$ cat config.mk
export PLATFORM = sky130hd
export DESIGN_NAME = seq_divider_flat
export DESIGN_NICKNAME = d
export VERILOG_FILES = /design/src/rtl/seq_divider_if.sv /design/src/rtl/seq_divider.sv /design/src/flat_wrapper.sv
export SDC_FILE = /design/constraint.sdc
export NUM_CORES = 1
export LEC_CHECK = 0
export CAP_MARGIN = 40
export CORE_ASPECT_RATIO = 1.2
export CORE_MARGIN = 2
export CORE_UTILIZATION = 45
export CTS_CLUSTER_DIAMETER = 80
export DETAILED_ROUTE_END_ITERATION = 10
export PLACE_DENSITY = 0.71
export SKIP_CTS_REPAIR_TIMING = 1
export SLEW_MARGIN = 20
export SYNTH_ARGS = -nofsm -noshare
export SYNTH_HDL_FRONTEND = slang
export SYNTH_SLANG_ARGS = --single-unit
$ cat constraint.sdc
create_clock -name clock -period 3.2 [get_ports clock]
set_input_delay 0.64 -clock clock [delete_from_list [all_inputs] [get_ports clock]]
set_output_delay 0.64 -clock clock [all_outputs]
set_load 0.05 [all_outputs]
$ cat src/rtl/seq_divider_if.sv
// rtl/seq_divider_if.sv - start/done operand and result bundle for seq_divider
interface seq_divider_if #(
   parameter int WIDTH = 32
);
   logic             start;
   logic             is_signed;
   logic [WIDTH-1:0] dividend;
   logic [WIDTH-1:0] divisor;
   logic             busy;
   logic             done;
   logic [WIDTH-1:0] quotient;
   logic [WIDTH-1:0] remainder;
   logic             div_by_zero;

   modport master (
      output start, is_signed, dividend, divisor,
      input  busy, done, quotient, remainder, div_by_zero
   );

   modport slave (
      input  start, is_signed, dividend, divisor,
      output busy, done, quotient, remainder, div_by_zero
   );
endinterface

$ cat src/rtl/seq_divider.sv
// rtl/seq_divider.sv - multi-cycle restoring integer divider, signed/unsigned, one op in flight
module seq_divider #(
   parameter int WIDTH          = 32,
   parameter bit SIGNED_SUPPORT = 1'b1
) (
   input  logic         clock,
   input  logic         clear_n,
   seq_divider_if.slave bus
);
   localparam int             CW   = $clog2(WIDTH);
   localparam logic [CW-1:0]  LAST = CW'(WIDTH - 1);

   typedef enum logic [1:0] {
      IDLE  = 2'd0,
      ITER  = 2'd1,
      FIXUP = 2'd2
   } state_t;

   state_t           state_q, state_d;
   logic [CW-1:0]    count_q, count_d;
   logic [WIDTH-1:0] p_q, p_d;          // partial remainder (always < divisor, so WIDTH bits suffice)
   logic [WIDTH-1:0] q_q, q_d;          // dividend shifting out / quotient shifting in
   logic [WIDTH-1:0] m_q, m_d;          // divisor magnitude
   logic             neg_quo_q, neg_quo_d;
   logic             neg_rem_q, neg_rem_d;
   logic             zero_q, zero_d;    // divisor was zero; q_q then holds the raw dividend
   logic             busy_q, busy_d;
   logic             done_q, done_d;
   logic [WIDTH-1:0] quo_q, quo_d;
   logic [WIDTH-1:0] rem_q, rem_d;
   logic             dbz_q, dbz_d;

   logic             op_signed;
   logic             dd_neg, dv_neg;
   logic [WIDTH-1:0] dd_mag, dv_mag;
   logic [WIDTH:0]   p_shift;
   logic [WIDTH:0]   trial;

   // The most-negative value negates to itself, which is its correct unsigned magnitude.
   assign op_signed = SIGNED_SUPPORT && bus.is_signed;
   assign dd_neg    = op_signed && bus.dividend[WIDTH-1];
   assign dv_neg    = op_signed && bus.divisor[WIDTH-1];
   assign dd_mag    = dd_neg ? (~bus.dividend + 1'b1) : bus.dividend;
   assign dv_mag    = dv_neg ? (~bus.divisor + 1'b1) : bus.divisor;

   assign p_shift   = {p_q, q_q[WIDTH-1]};
   assign trial     = p_shift - {1'b0, m_q};

   assign bus.busy        = busy_q;
   assign bus.done        = done_q;
   assign bus.quotient    = quo_q;
   assign bus.remainder   = rem_q;
   assign bus.div_by_zero = dbz_q;

   // Next-state and datapath update: capture in IDLE, one quotient bit per ITER cycle, sign fix in FIXUP.
   always_comb begin
      state_d   = state_q;
      count_d   = count_q;
      p_d       = p_q;
      q_d       = q_q;
      m_d       = m_q;
      neg_quo_d = neg_quo_q;
      neg_rem_d = neg_rem_q;
      zero_d    = zero_q;
      busy_d    = busy_q;
      done_d    = 1'b0;
      quo_d     = quo_q;
      rem_d     = rem_q;
      dbz_d     = dbz_q;

      case (state_q)
         IDLE: begin
            if (bus.start) begin
               busy_d    = 1'b1;
               neg_quo_d = dd_neg ^ dv_neg;
               neg_rem_d = dd_neg;
               p_d       = '0;
               count_d   = '0;
               m_d       = dv_mag;
               if (bus.divisor == '0) begin
                  zero_d  = 1'b1;
                  q_d     = bus.dividend;
                  state_d = FIXUP;
               end else begin
                  zero_d  = 1'b0;
                  q_d     = dd_mag;
                  state_d = ITER;
               end
            end
         end
         ITER: begin
            if (!trial[WIDTH]) begin
               p_d = trial[WIDTH-1:0];
               q_d = {q_q[WIDTH-2:0], 1'b1};
            end else begin
               p_d = p_shift[WIDTH-1:0];
               q_d = {q_q[WIDTH-2:0], 1'b0};
            end
            count_d = count_q + 1'b1;
            if (count_q == LAST) begin
               state_d = FIXUP;
            end
         end
         FIXUP: begin
            state_d = IDLE;
            busy_d  = 1'b0;
            done_d  = 1'b1;
            if (zero_q) begin
               quo_d = '1;
               rem_d = q_q;
               dbz_d = 1'b1;
            end else begin
               quo_d = neg_quo_q ? (~q_q + 1'b1) : q_q;
               rem_d = neg_rem_q ? (~p_q + 1'b1) : p_q;
               dbz_d = 1'b0;
            end
         end
         default: begin
            state_d = IDLE;
         end
      endcase
   end

   // State and datapath registers; reset discards any op in flight.
   always_ff @(posedge clock or negedge clear_n) begin
      if (!clear_n) begin
         state_q   <= IDLE;
         count_q   <= '0;
         p_q       <= '0;
         q_q       <= '0;
         m_q       <= '0;
         neg_quo_q <= 1'b0;
         neg_rem_q <= 1'b0;
         zero_q    <= 1'b0;
         busy_q    <= 1'b0;
         done_q    <= 1'b0;
         quo_q     <= '0;
         rem_q     <= '0;
         dbz_q     <= 1'b0;
      end else begin
         state_q   <= state_d;
         count_q   <= count_d;
         p_q       <= p_d;
         q_q       <= q_d;
         m_q       <= m_d;
         neg_quo_q <= neg_quo_d;
         neg_rem_q <= neg_rem_d;
         zero_q    <= zero_d;
         busy_q    <= busy_d;
         done_q    <= done_d;
         quo_q     <= quo_d;
         rem_q     <= rem_d;
         dbz_q     <= dbz_d;
      end
   end
endmodule

$ cat src/flat_wrapper.sv
// flat-port wrapper written by rule: the top's interface ports become plain ports
module seq_divider_flat 
#(
   parameter int WIDTH          = 32,
   parameter bit SIGNED_SUPPORT = 1'b1
)
  (clock, clear_n, bus_start, bus_is_signed, bus_dividend, bus_divisor, bus_busy, bus_done, bus_quotient, bus_remainder, bus_div_by_zero);
  seq_divider_if #(.WIDTH(WIDTH)) bus_i ();
  input  logic clock;
  input  logic clear_n;
  input wire logic [$bits(bus_i.start)-1:0] bus_start;
  input wire logic [$bits(bus_i.is_signed)-1:0] bus_is_signed;
  input wire logic [$bits(bus_i.dividend)-1:0] bus_dividend;
  input wire logic [$bits(bus_i.divisor)-1:0] bus_divisor;
  output wire logic [$bits(bus_i.busy)-1:0] bus_busy;
  output wire logic [$bits(bus_i.done)-1:0] bus_done;
  output wire logic [$bits(bus_i.quotient)-1:0] bus_quotient;
  output wire logic [$bits(bus_i.remainder)-1:0] bus_remainder;
  output wire logic [$bits(bus_i.div_by_zero)-1:0] bus_div_by_zero;
  assign bus_i.start = bus_start;
  assign bus_i.is_signed = bus_is_signed;
  assign bus_i.dividend = bus_dividend;
  assign bus_i.divisor = bus_divisor;
  assign bus_busy = bus_i.busy;
  assign bus_done = bus_i.done;
  assign bus_quotient = bus_i.quotient;
  assign bus_remainder = bus_i.remainder;
  assign bus_div_by_zero = bus_i.div_by_zero;
  seq_divider #(.WIDTH(WIDTH), .SIGNED_SUPPORT(SIGNED_SUPPORT)) u_core (.clock(clock), .clear_n(clear_n), .bus(bus_i));
endmodule
run_1/layer_met1.png
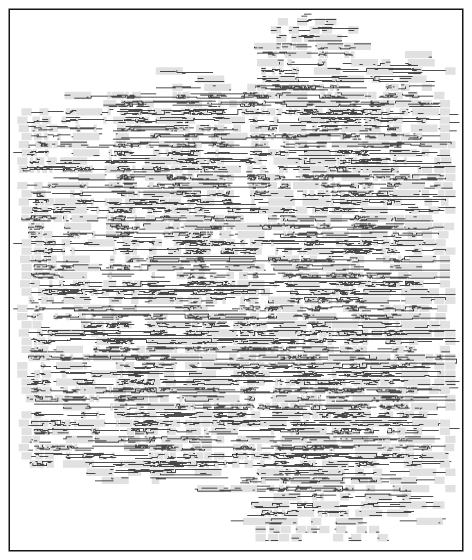
longest straight run: 41.2 µm
main direction: horizontal
wire length on this layer: 14200 µm
share of all routed wire: 43%
nets with wire on the layer: 1453
DRT Wirelength: 33100 µm
routed vias: 10800
met1 usage: 0.317

run_1/layer_met2.png
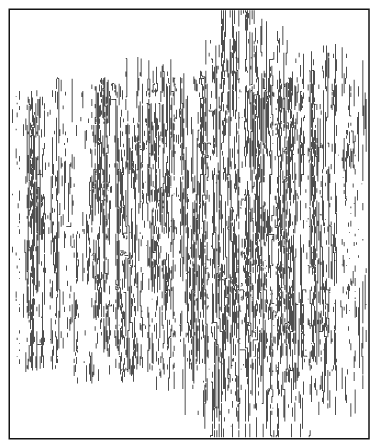
nets with wire on the layer: 1341
main direction: vertical
longest straight run: 50.3 µm
met2 Usage GRT: 0.428

==> out/metrics.cfg, run 1 <==
[yosys]
top_area_frac = 0.375
netlist_area_mm2 = 0.0115
yosys_area_mm2 = 0.0115
ys_top_cells_by_count = nand2_1 (188), dfrtp_1 (173), o21ai_0 (139), a21oi_1 (102), xnor2_1 (82)
yosys.cell_types.count = 70
synth_seq_share = 0.375
synth_warnings = 0
syn_avg_cell_area_um2 = 8.48
synth_dominant_cell_count = nand2_1
async_flop_share = 1.00
synthFlopType = dfrtp_1
synthTopCellsByArea = dfrtp_1 (38%), xnor2_1 (6.2%), nand2_1 (6.1%), o21ai_0 (6.0%), xor2_1 (4.8%)
yosysTopAreaCell = dfrtp_1
numSynthFlops = 173
edf_count = 0
fp_nets = 1467
ys_cells = 1360
synth_cells = 1360

[final_timing]
final.period_utilization = 0.949
fmax_mhz = 329
fin_skew_ns = 0.0126
slew_viol_final = 0
setup_viol = 0
hold_viol = 0
worst_pin_slew_ns = 0.755
post-route-min-period_ns = 3.04
rsz0062_at_grt = false
maxSlewHeadroom = 0.496

[outcome]
status = finished, final reports clean

[drt]
wl_met3_um = 1800
detail-route-antenna-nets = 0
drt-met1-wl_um = 14200
dr.pass1.iters = 5
top_layer_used = met4
drt_iter0_markers = 631
wl_met2_um = 16000
wire_per_inst_um = 17.6
viasPerCell = 5.74
drc = 0

[global_routing]
antenna_found_initial = 0
grt_pass1_wl_um = 52500
grt_pass1_vias = 10400
grt_max_degree = 69
grt_overflow = 0
grt_usage = 0.247

[place]
io_buffers = 134
placed_area_mm2 = 0.0138
gp_congestion = 0.890
dpl.hpwl_um = 24800

[critical_path]
crit_path_start_kind = register
cp-end-kind = register
r2r-start = u_core.p_q[4]
arrival_ns = 3.33
regToRegSetupSlack_ns = 0.16
reg2reg_depth = 12
worstPathRequired_ns = 3.50
rr_endpoint = u_core.p_q[22]
path_max_fanout = 10
criticalPathCategory = register to register

[floorplanning]
row_count = 64
io_pins = 135
core_mm2 = 0.0254
fp_util = 0.454
die-height_um = 179
dieArea_mm2 = 0.0269
die_width_um = 150

[clock_tree]
insertion_delay_ns = 0.44
tritoncts = yes
clock_path_buffers = 2
cts_buffers = 17
clkTransAtPathRegs_ns = 0.08
cts_htree_levels = 4
clock-root-buffer = clkbuf_16
clkSinkCount = 173

[pwr]
p_per_area_mw_per_mm2 = 1090
p_leak_nw = 6.21
max-vdd-ir-drop_uv = 727

[flow_run]
max_cap_violations = 0
warnings = 26

[cells_and_area]
nets = 1643
syn2layout_area_growth_pct = 25.8
layout_top_cell = nand2_1
design_area_mm2 = 0.0145
drive_gt1_frac = 0.117
fillCellCount = 2283
n_antenna_cell = 0
layout_top_cells = nand2_1 (187), dfrtp_1 (169), o21ai_0 (137)

[hold_path]
hold_class = input pin to async pin

run_1/layer_met4.png
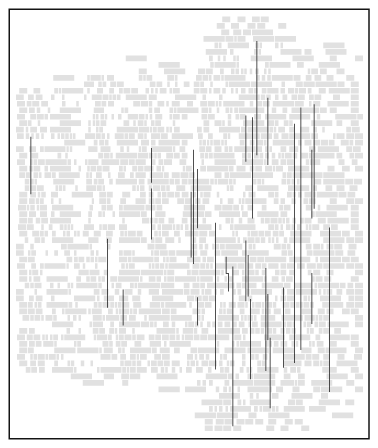
nets with wire on the layer: 23
main direction: vertical
longest straight run: 101 µm

run_1/congestion.png
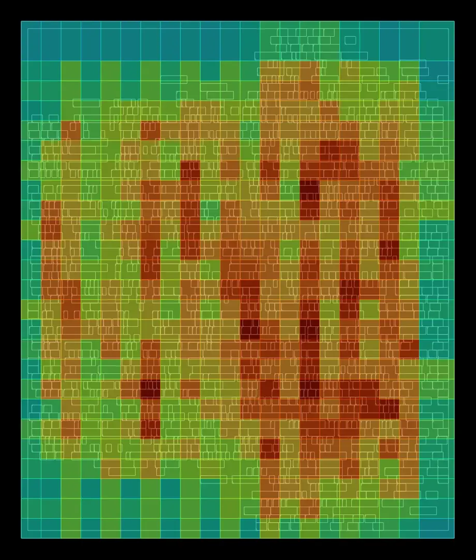
GRT met3 Usage: 0.0289
Top Usage Layer GRT: met2
Finished Core Util: 0.571

[run 1: registers in the layout, indices dropped and copies added, names as in the netlist]
name,flops
u_core.count_q,5
u_core.m_q,32
u_core.p_q,32
u_core.bus.quotient,32
u_core.q_q,32
u_core.neg_quo_q,1
u_core.neg_rem_q,1
u_core.state_q,2
u_core.zero_q,1
u_core.bus.done,1
u_core.bus.busy,1
u_core.bus.div_by_zero,1
u_core.bus.remainder,32
[run 1: kinds of logic after synthesis]
| kind of cell | after synthesis | synth area share |
|---|---|---|
| AOI/OAI and AO/OA | 441 | 0.238 |
| and+or+nand+nor | 389 | 0.160 |
| DFF | 173 | 0.375 |
| buffers and inverters | 146 | 0.0504 |
| xor gates and xnor gates | 145 | 0.110 |
| adders and majority gates | 39 | 0.0430 |
| muxes | 27 | 0.0235 |
[run 1: critical path, cell delays in order, from the launching register on]
cell	delay, ns
dfrtp_1	0.39
ha_1	0.29
a21o_1	0.19
or3_4	0.36
o21ai_4	0.19
a21oi_2	0.09
buf_4	0.15
o21ai_0	0.14
or4b_4	0.53
buf_6	0.16
buf_4	0.17
mux2i_1	0.15
o21ai_1	0.09
[run 1: worst max-delay path by stage]
stage	start	to	slack [ns]	depth (start not counted)
2_1_floorplan	u_core.q_q[31]	u_core.p_q[25]	0.12	14
3_3_place_gp	bus_dividend[16]	u_core.q_q[29]	-0.14	10
3_5_place_dp	bus_dividend[16]	u_core.q_q[29]	-0.18	10
4_1_cts	u_core.m_q[0]	u_core.p_q[22]	-0.02	13
5_1_grt	u_core.p_q[4]	u_core.p_q[0]	0.007	11
6_report	u_core.p_q[4]	u_core.p_q[22]	0.16	12
[run 1: power by group]
| part | total, mW | internal [mW] | switching (mW) |
|---|---|---|---|
| clock | 2.15 | 1.14 | 1.01 |
| combinational | 9.62 | 4.36 | 5.27 |
| sequential | 3.97 | 2.99 | 0.976 |
[run 1: metal layers]
metal / vias to the layer above / global-route usage
li1: 5221 / -
met1: 5140 / 0.317
met2: 357 / 0.428
met3: 67 / 0.0289
met4: 0 / 0.0943
met5: - / 0
[run 1: through the flow]
step	power [mW]	hold WS (ns)	TNS, ns	instances	setup slack [ns]
2_1_floorplan	10.5	0.344	0	1360	0.121
3_3_place_gp	13.1	0.461	-0.292	1845	-0.145
3_5_place_dp	13.3	0.470	-0.602	1845	-0.179
4_1_cts	15.5	0.165	-0.0446	1877	-0.0159
5_1_grt	17.0	0.177	0	1879	0.00666
6_report	15.7	0.138	0	1879	0.162
[run 1: layout make-up]
class                   count  area, µm²  area share
multi-input cells        1041       6690       0.461
flip-flops and latches    173       4330       0.299
repair buffers            246       2240       0.155
clock buffers              18        439      0.0303
well taps                 330        413      0.0285
inverters                  57        214      0.0148
clock inverters            14        170      0.0117
## Run 2: what changed since run 1
--- a/config.mk
+++ b/config.mk
@@ -10,8 +10,11 @@
 export CORE_MARGIN = 2
 export CORE_UTILIZATION = 45
 export CTS_CLUSTER_DIAMETER = 80
+export CTS_CLUSTER_SIZE = 30
 export DETAILED_ROUTE_END_ITERATION = 10
-export PLACE_DENSITY = 0.71
+export DONT_BUFFER_PORTS = 1
+export MAX_ROUTING_LAYER = met4
+export PLACE_DENSITY = 0.64
 export SKIP_CTS_REPAIR_TIMING = 1
 export SLEW_MARGIN = 20
 export SYNTH_ARGS = -nofsm -noshare
run_2/congestion.png
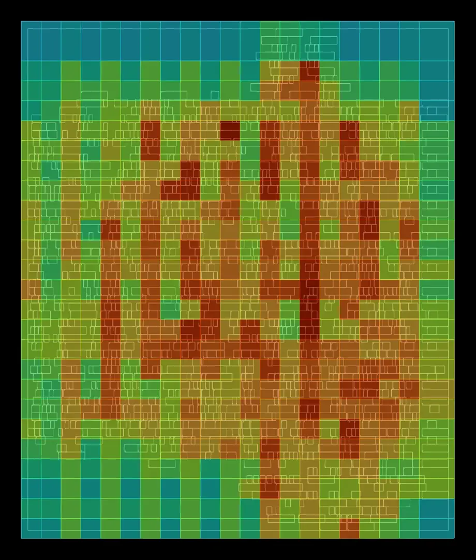
GRT met3 Usage: 0.0539
met1 usage: 0.307
WL/cell: 18.8 µm
Finished Core Util: 0.498

==> run 2 against run 1 <==
Sequential share of layout area is 4.4 points higher. Routed wire length is 3.7% lower. Synthesized area unchanged. Synthesized cell count did not move. Critical path depth is 3 lower. Total power down 5.2%. Cell count decreased by 10%. Global-route usage increased by 0.26 points. Design area is 13% lower. The run now ends with hold timing left. Register-to-register slack barely moved. Clock skew fell by 0.0020 ns. Largest cell class unchanged. Maximum frequency about the same.
==> out/metrics.cfg, run 2 <==
[global_routing]
grt_pass1_vias = 9944  ; -4.4%
grt_usage = 0.250  ; +0.00265
antenna_found_initial = 0  ; unchanged
grt_max_degree = 174  ; +150%
grt_pass1_wl_um = 51400  ; -2.2%
grt_overflow = 0  ; unchanged

[critical_path]
r2r-start = u_core.p_q[10]
arrival_ns = 3.36  ; +0.03 ns
crit_path_start_kind = register
reg2reg_depth = 9  ; -3
rr_endpoint = u_core.p_q[29]
worstPathRequired_ns = 3.52  ; +0.02 ns
criticalPathCategory = register to register
regToRegSetupSlack_ns = 0.16  ; about the same
cp-end-kind = register
path_max_fanout = 7  ; -3

[cells_and_area]
nets = 1454  ; -12%
design_area_mm2 = 0.0126  ; -13%
logic_area_mm2 = 0.00667  ; -0.37%
syn2layout_area_growth_pct = 9.51
layoutNonFillerInstCount = 1690  ; -10%
drive_gt1_frac = 0.0897  ; -0.0278
layout_top_cells = nand2_1 (185), dfrtp_1 (172), o21ai_0 (139)
fillCellCount = 2427  ; +6.3%
n_antenna_cell = 0  ; unchanged
layout_top_cell = nand2_1
regArea_mm2 = 0.00433  ; about the same

[drt]
drc = 0  ; unchanged
detail-route-antenna-nets = 0  ; unchanged
drt_iter0_markers = 673  ; +6.7%
dr.pass1.iters = 5  ; unchanged
drt_wl_total_um = 31800  ; -3.7%
viasPerCell = 5.85  ; +1.8%
num_vias = 9879  ; -8.4%

[final_timing]
fmax_mhz = 329  ; about the same
setup_total_negative_slack_ns = 0  ; unchanged
rsz0062_at_grt = false
fin_hold_ws_ns = -0.113  ; -0.251 ns
post-route-min-period_ns = 3.04  ; +0.000174 ns
hold_viol = 173  ; +173
fin_skew_ns = 0.0106  ; -0.00203 ns
maxSlewHeadroom = 0.546  ; +0.0504
final.period_utilization = 0.949  ; about the same
worst_pin_slew_ns = 0.681  ; -0.0749 ns
setup_viol = 0  ; unchanged
slew_viol_final = 0  ; unchanged

[clock_tree]
clock-root-buffer = clkbuf_16
clkTransAtPathRegs_ns = 0.07  ; about the same
cts_buffers = 17  ; unchanged
tritoncts = yes
clock_path_buffers = 2  ; unchanged
clkSinkCount = 173  ; unchanged
insertion_delay_ns = 0.45  ; about the same
cts_htree_levels = 4  ; unchanged

[pwr]
p_per_area_mw_per_mm2 = 1180  ; +8.8%
p_leak_nw = 5.41  ; -13%
max-vdd-ir-drop_uv = 614  ; -16%
finalPower_mw = 14.9  ; -5.2%

[yosys]
yosys_area_mm2 = 0.0115  ; unchanged
yosys.cell_types.count = 70  ; unchanged
yosysTopAreaCell = dfrtp_1
top_area_frac = 0.375  ; unchanged
synthTopCellsByArea = dfrtp_1 (38%), xnor2_1 (6.2%), nand2_1 (6.1%), o21ai_0 (6.0%), xor2_1 (4.8%)
numSynthFlops = 173  ; unchanged
fp_nets = 1467  ; unchanged
edf_count = 0  ; unchanged
synth_dominant_cell_count = nand2_1
synthFlopType = dfrtp_1
ys_cells = 1360  ; unchanged
synth_warnings = 0  ; unchanged
ys_top_cells_by_count = nand2_1 (188), dfrtp_1 (173), o21ai_0 (139), a21oi_1 (102), xnor2_1 (82)
netlist_area_mm2 = 0.0115  ; unchanged
async_flop_share = 1.00  ; unchanged
synth_seq_share = 0.375  ; unchanged
synth_cells = 1360  ; unchanged
syn_avg_cell_area_um2 = 8.48  ; unchanged

[place]
dpl.hpwl_um = 23600  ; -5.1%
dp.cells = 1656  ; -10%
placed_area_mm2 = 0.0120  ; -13%
gp_congestion = 0.887  ; -0.33%
io_buffers = 0  ; -100%

[outcome]
violations = hold timing
status = finished with violations

[floorplanning]
row_count = 64  ; unchanged
die-height_um = 179  ; unchanged
dieArea_mm2 = 0.0269  ; unchanged
fp_util = 0.454  ; unchanged
core_mm2 = 0.0254  ; unchanged
io_pins = 135  ; unchanged
die_width_um = 150  ; unchanged

[hold_path]
hold_class = input pin to async pin

[flow_run]
max_cap_violations = 0  ; unchanged
warnings = 29  ; +12%

run_2/layer_met2.png
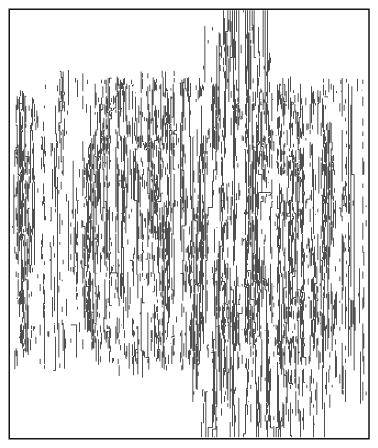
wire length on this layer: 15100 µm
nets with wire on the layer: 1138
share of all routed wire: 47%
main direction: vertical

run 2: cell types whose count changed in the layout (fill, tap and decap cells not counted), moves of 3 or more:
cell,previous run,this run
dfrtp_1,169,172
buf_4,106,54
clkinv_2,0,5
buf_12,4,0
inv_8,5,1
clkdlybuf4s50_1,133,0
dfrtp_2,4,1
run 2: worst max-delay path, stage by stage, from the launching register on:
cell      delay [ns]
dfrtp_1         0.46
ha_1            0.39
and3_1          0.23
nor3b_1         0.15
a211oi_2        0.30
a21oi_2         0.11
o21ai_0         0.16
or4b_4          0.53
nor4b_1         0.17
or3b_1          0.41
run 2: cell type report:
type / count / share of cell area
Multi-Input combinational cell: 1041 / 0.528
Sequential cell: 173 / 0.343
Timing Repair Buffer: 57 / 0.0354
Clock buffer: 17 / 0.0337
Tap cell: 330 / 0.0327
Inverter: 57 / 0.0169
Clock inverter: 15 / 0.0107
run 2: stage by stage:
stage	worst slack (ns)	hold WS [ns]
3_5_place_dp	-0.0868	0.348
3_3_place_gp	0.00202	0.348
5_1_grt	0.00232	-0.133
4_1_cts	-0.102	-0.129
2_1_floorplan	0.121	0.344
6_report	0.162	-0.113
run 2: worst max path at each step:
stage              startpoint             end  slack (ns)  cells after the start
3_3_place_gp    u_core.m_q[0]   u_core.p_q[0]       0.002                     11
3_5_place_dp    u_core.m_q[0]   u_core.p_q[2]       -0.09                     11
5_1_grt        u_core.p_q[10]  u_core.p_q[29]       0.002                      9
4_1_cts         u_core.m_q[0]   u_core.p_q[2]       -0.10                     11
2_1_floorplan  u_core.q_q[31]  u_core.p_q[25]        0.12                     14
6_report       u_core.p_q[10]  u_core.p_q[29]        0.16                      9
run 2: report_power, final:
| part | switching (mW) | total (mW) | internal, mW |
|---|---|---|---|
| Clock | 0.957 | 2.04 | 1.08 |
| Combinational | 4.81 | 8.65 | 3.85 |
| Sequential | 1.24 | 4.22 | 2.98 |
run 2: metal layers:
metal / vias up / GRT usage / wire (µm)
met4: 0 / 0.0892 / 809
met3: 44 / 0.0539 / 2320
li1: 4828 / - / -
met1: 4682 / 0.307 / 13600
met2: 325 / 0.407 / 15100
met5: - / - / 0
run 2: logic make-up (layout without fill, tap and decap cells):
group,count (synthesis),in the layout,share of synthesized area
xor gates and xnor gates,145,145,0.110
adders and majority gates,39,39,0.0430
DFF,173,173,0.375
AOI/OAI and AO/OA,441,441,0.238
buffers and inverters,146,146,0.0504
and+or+nand+nor,389,389,0.160
muxes,27,27,0.0235
Power is estimated from default activity; no workload was simulated.
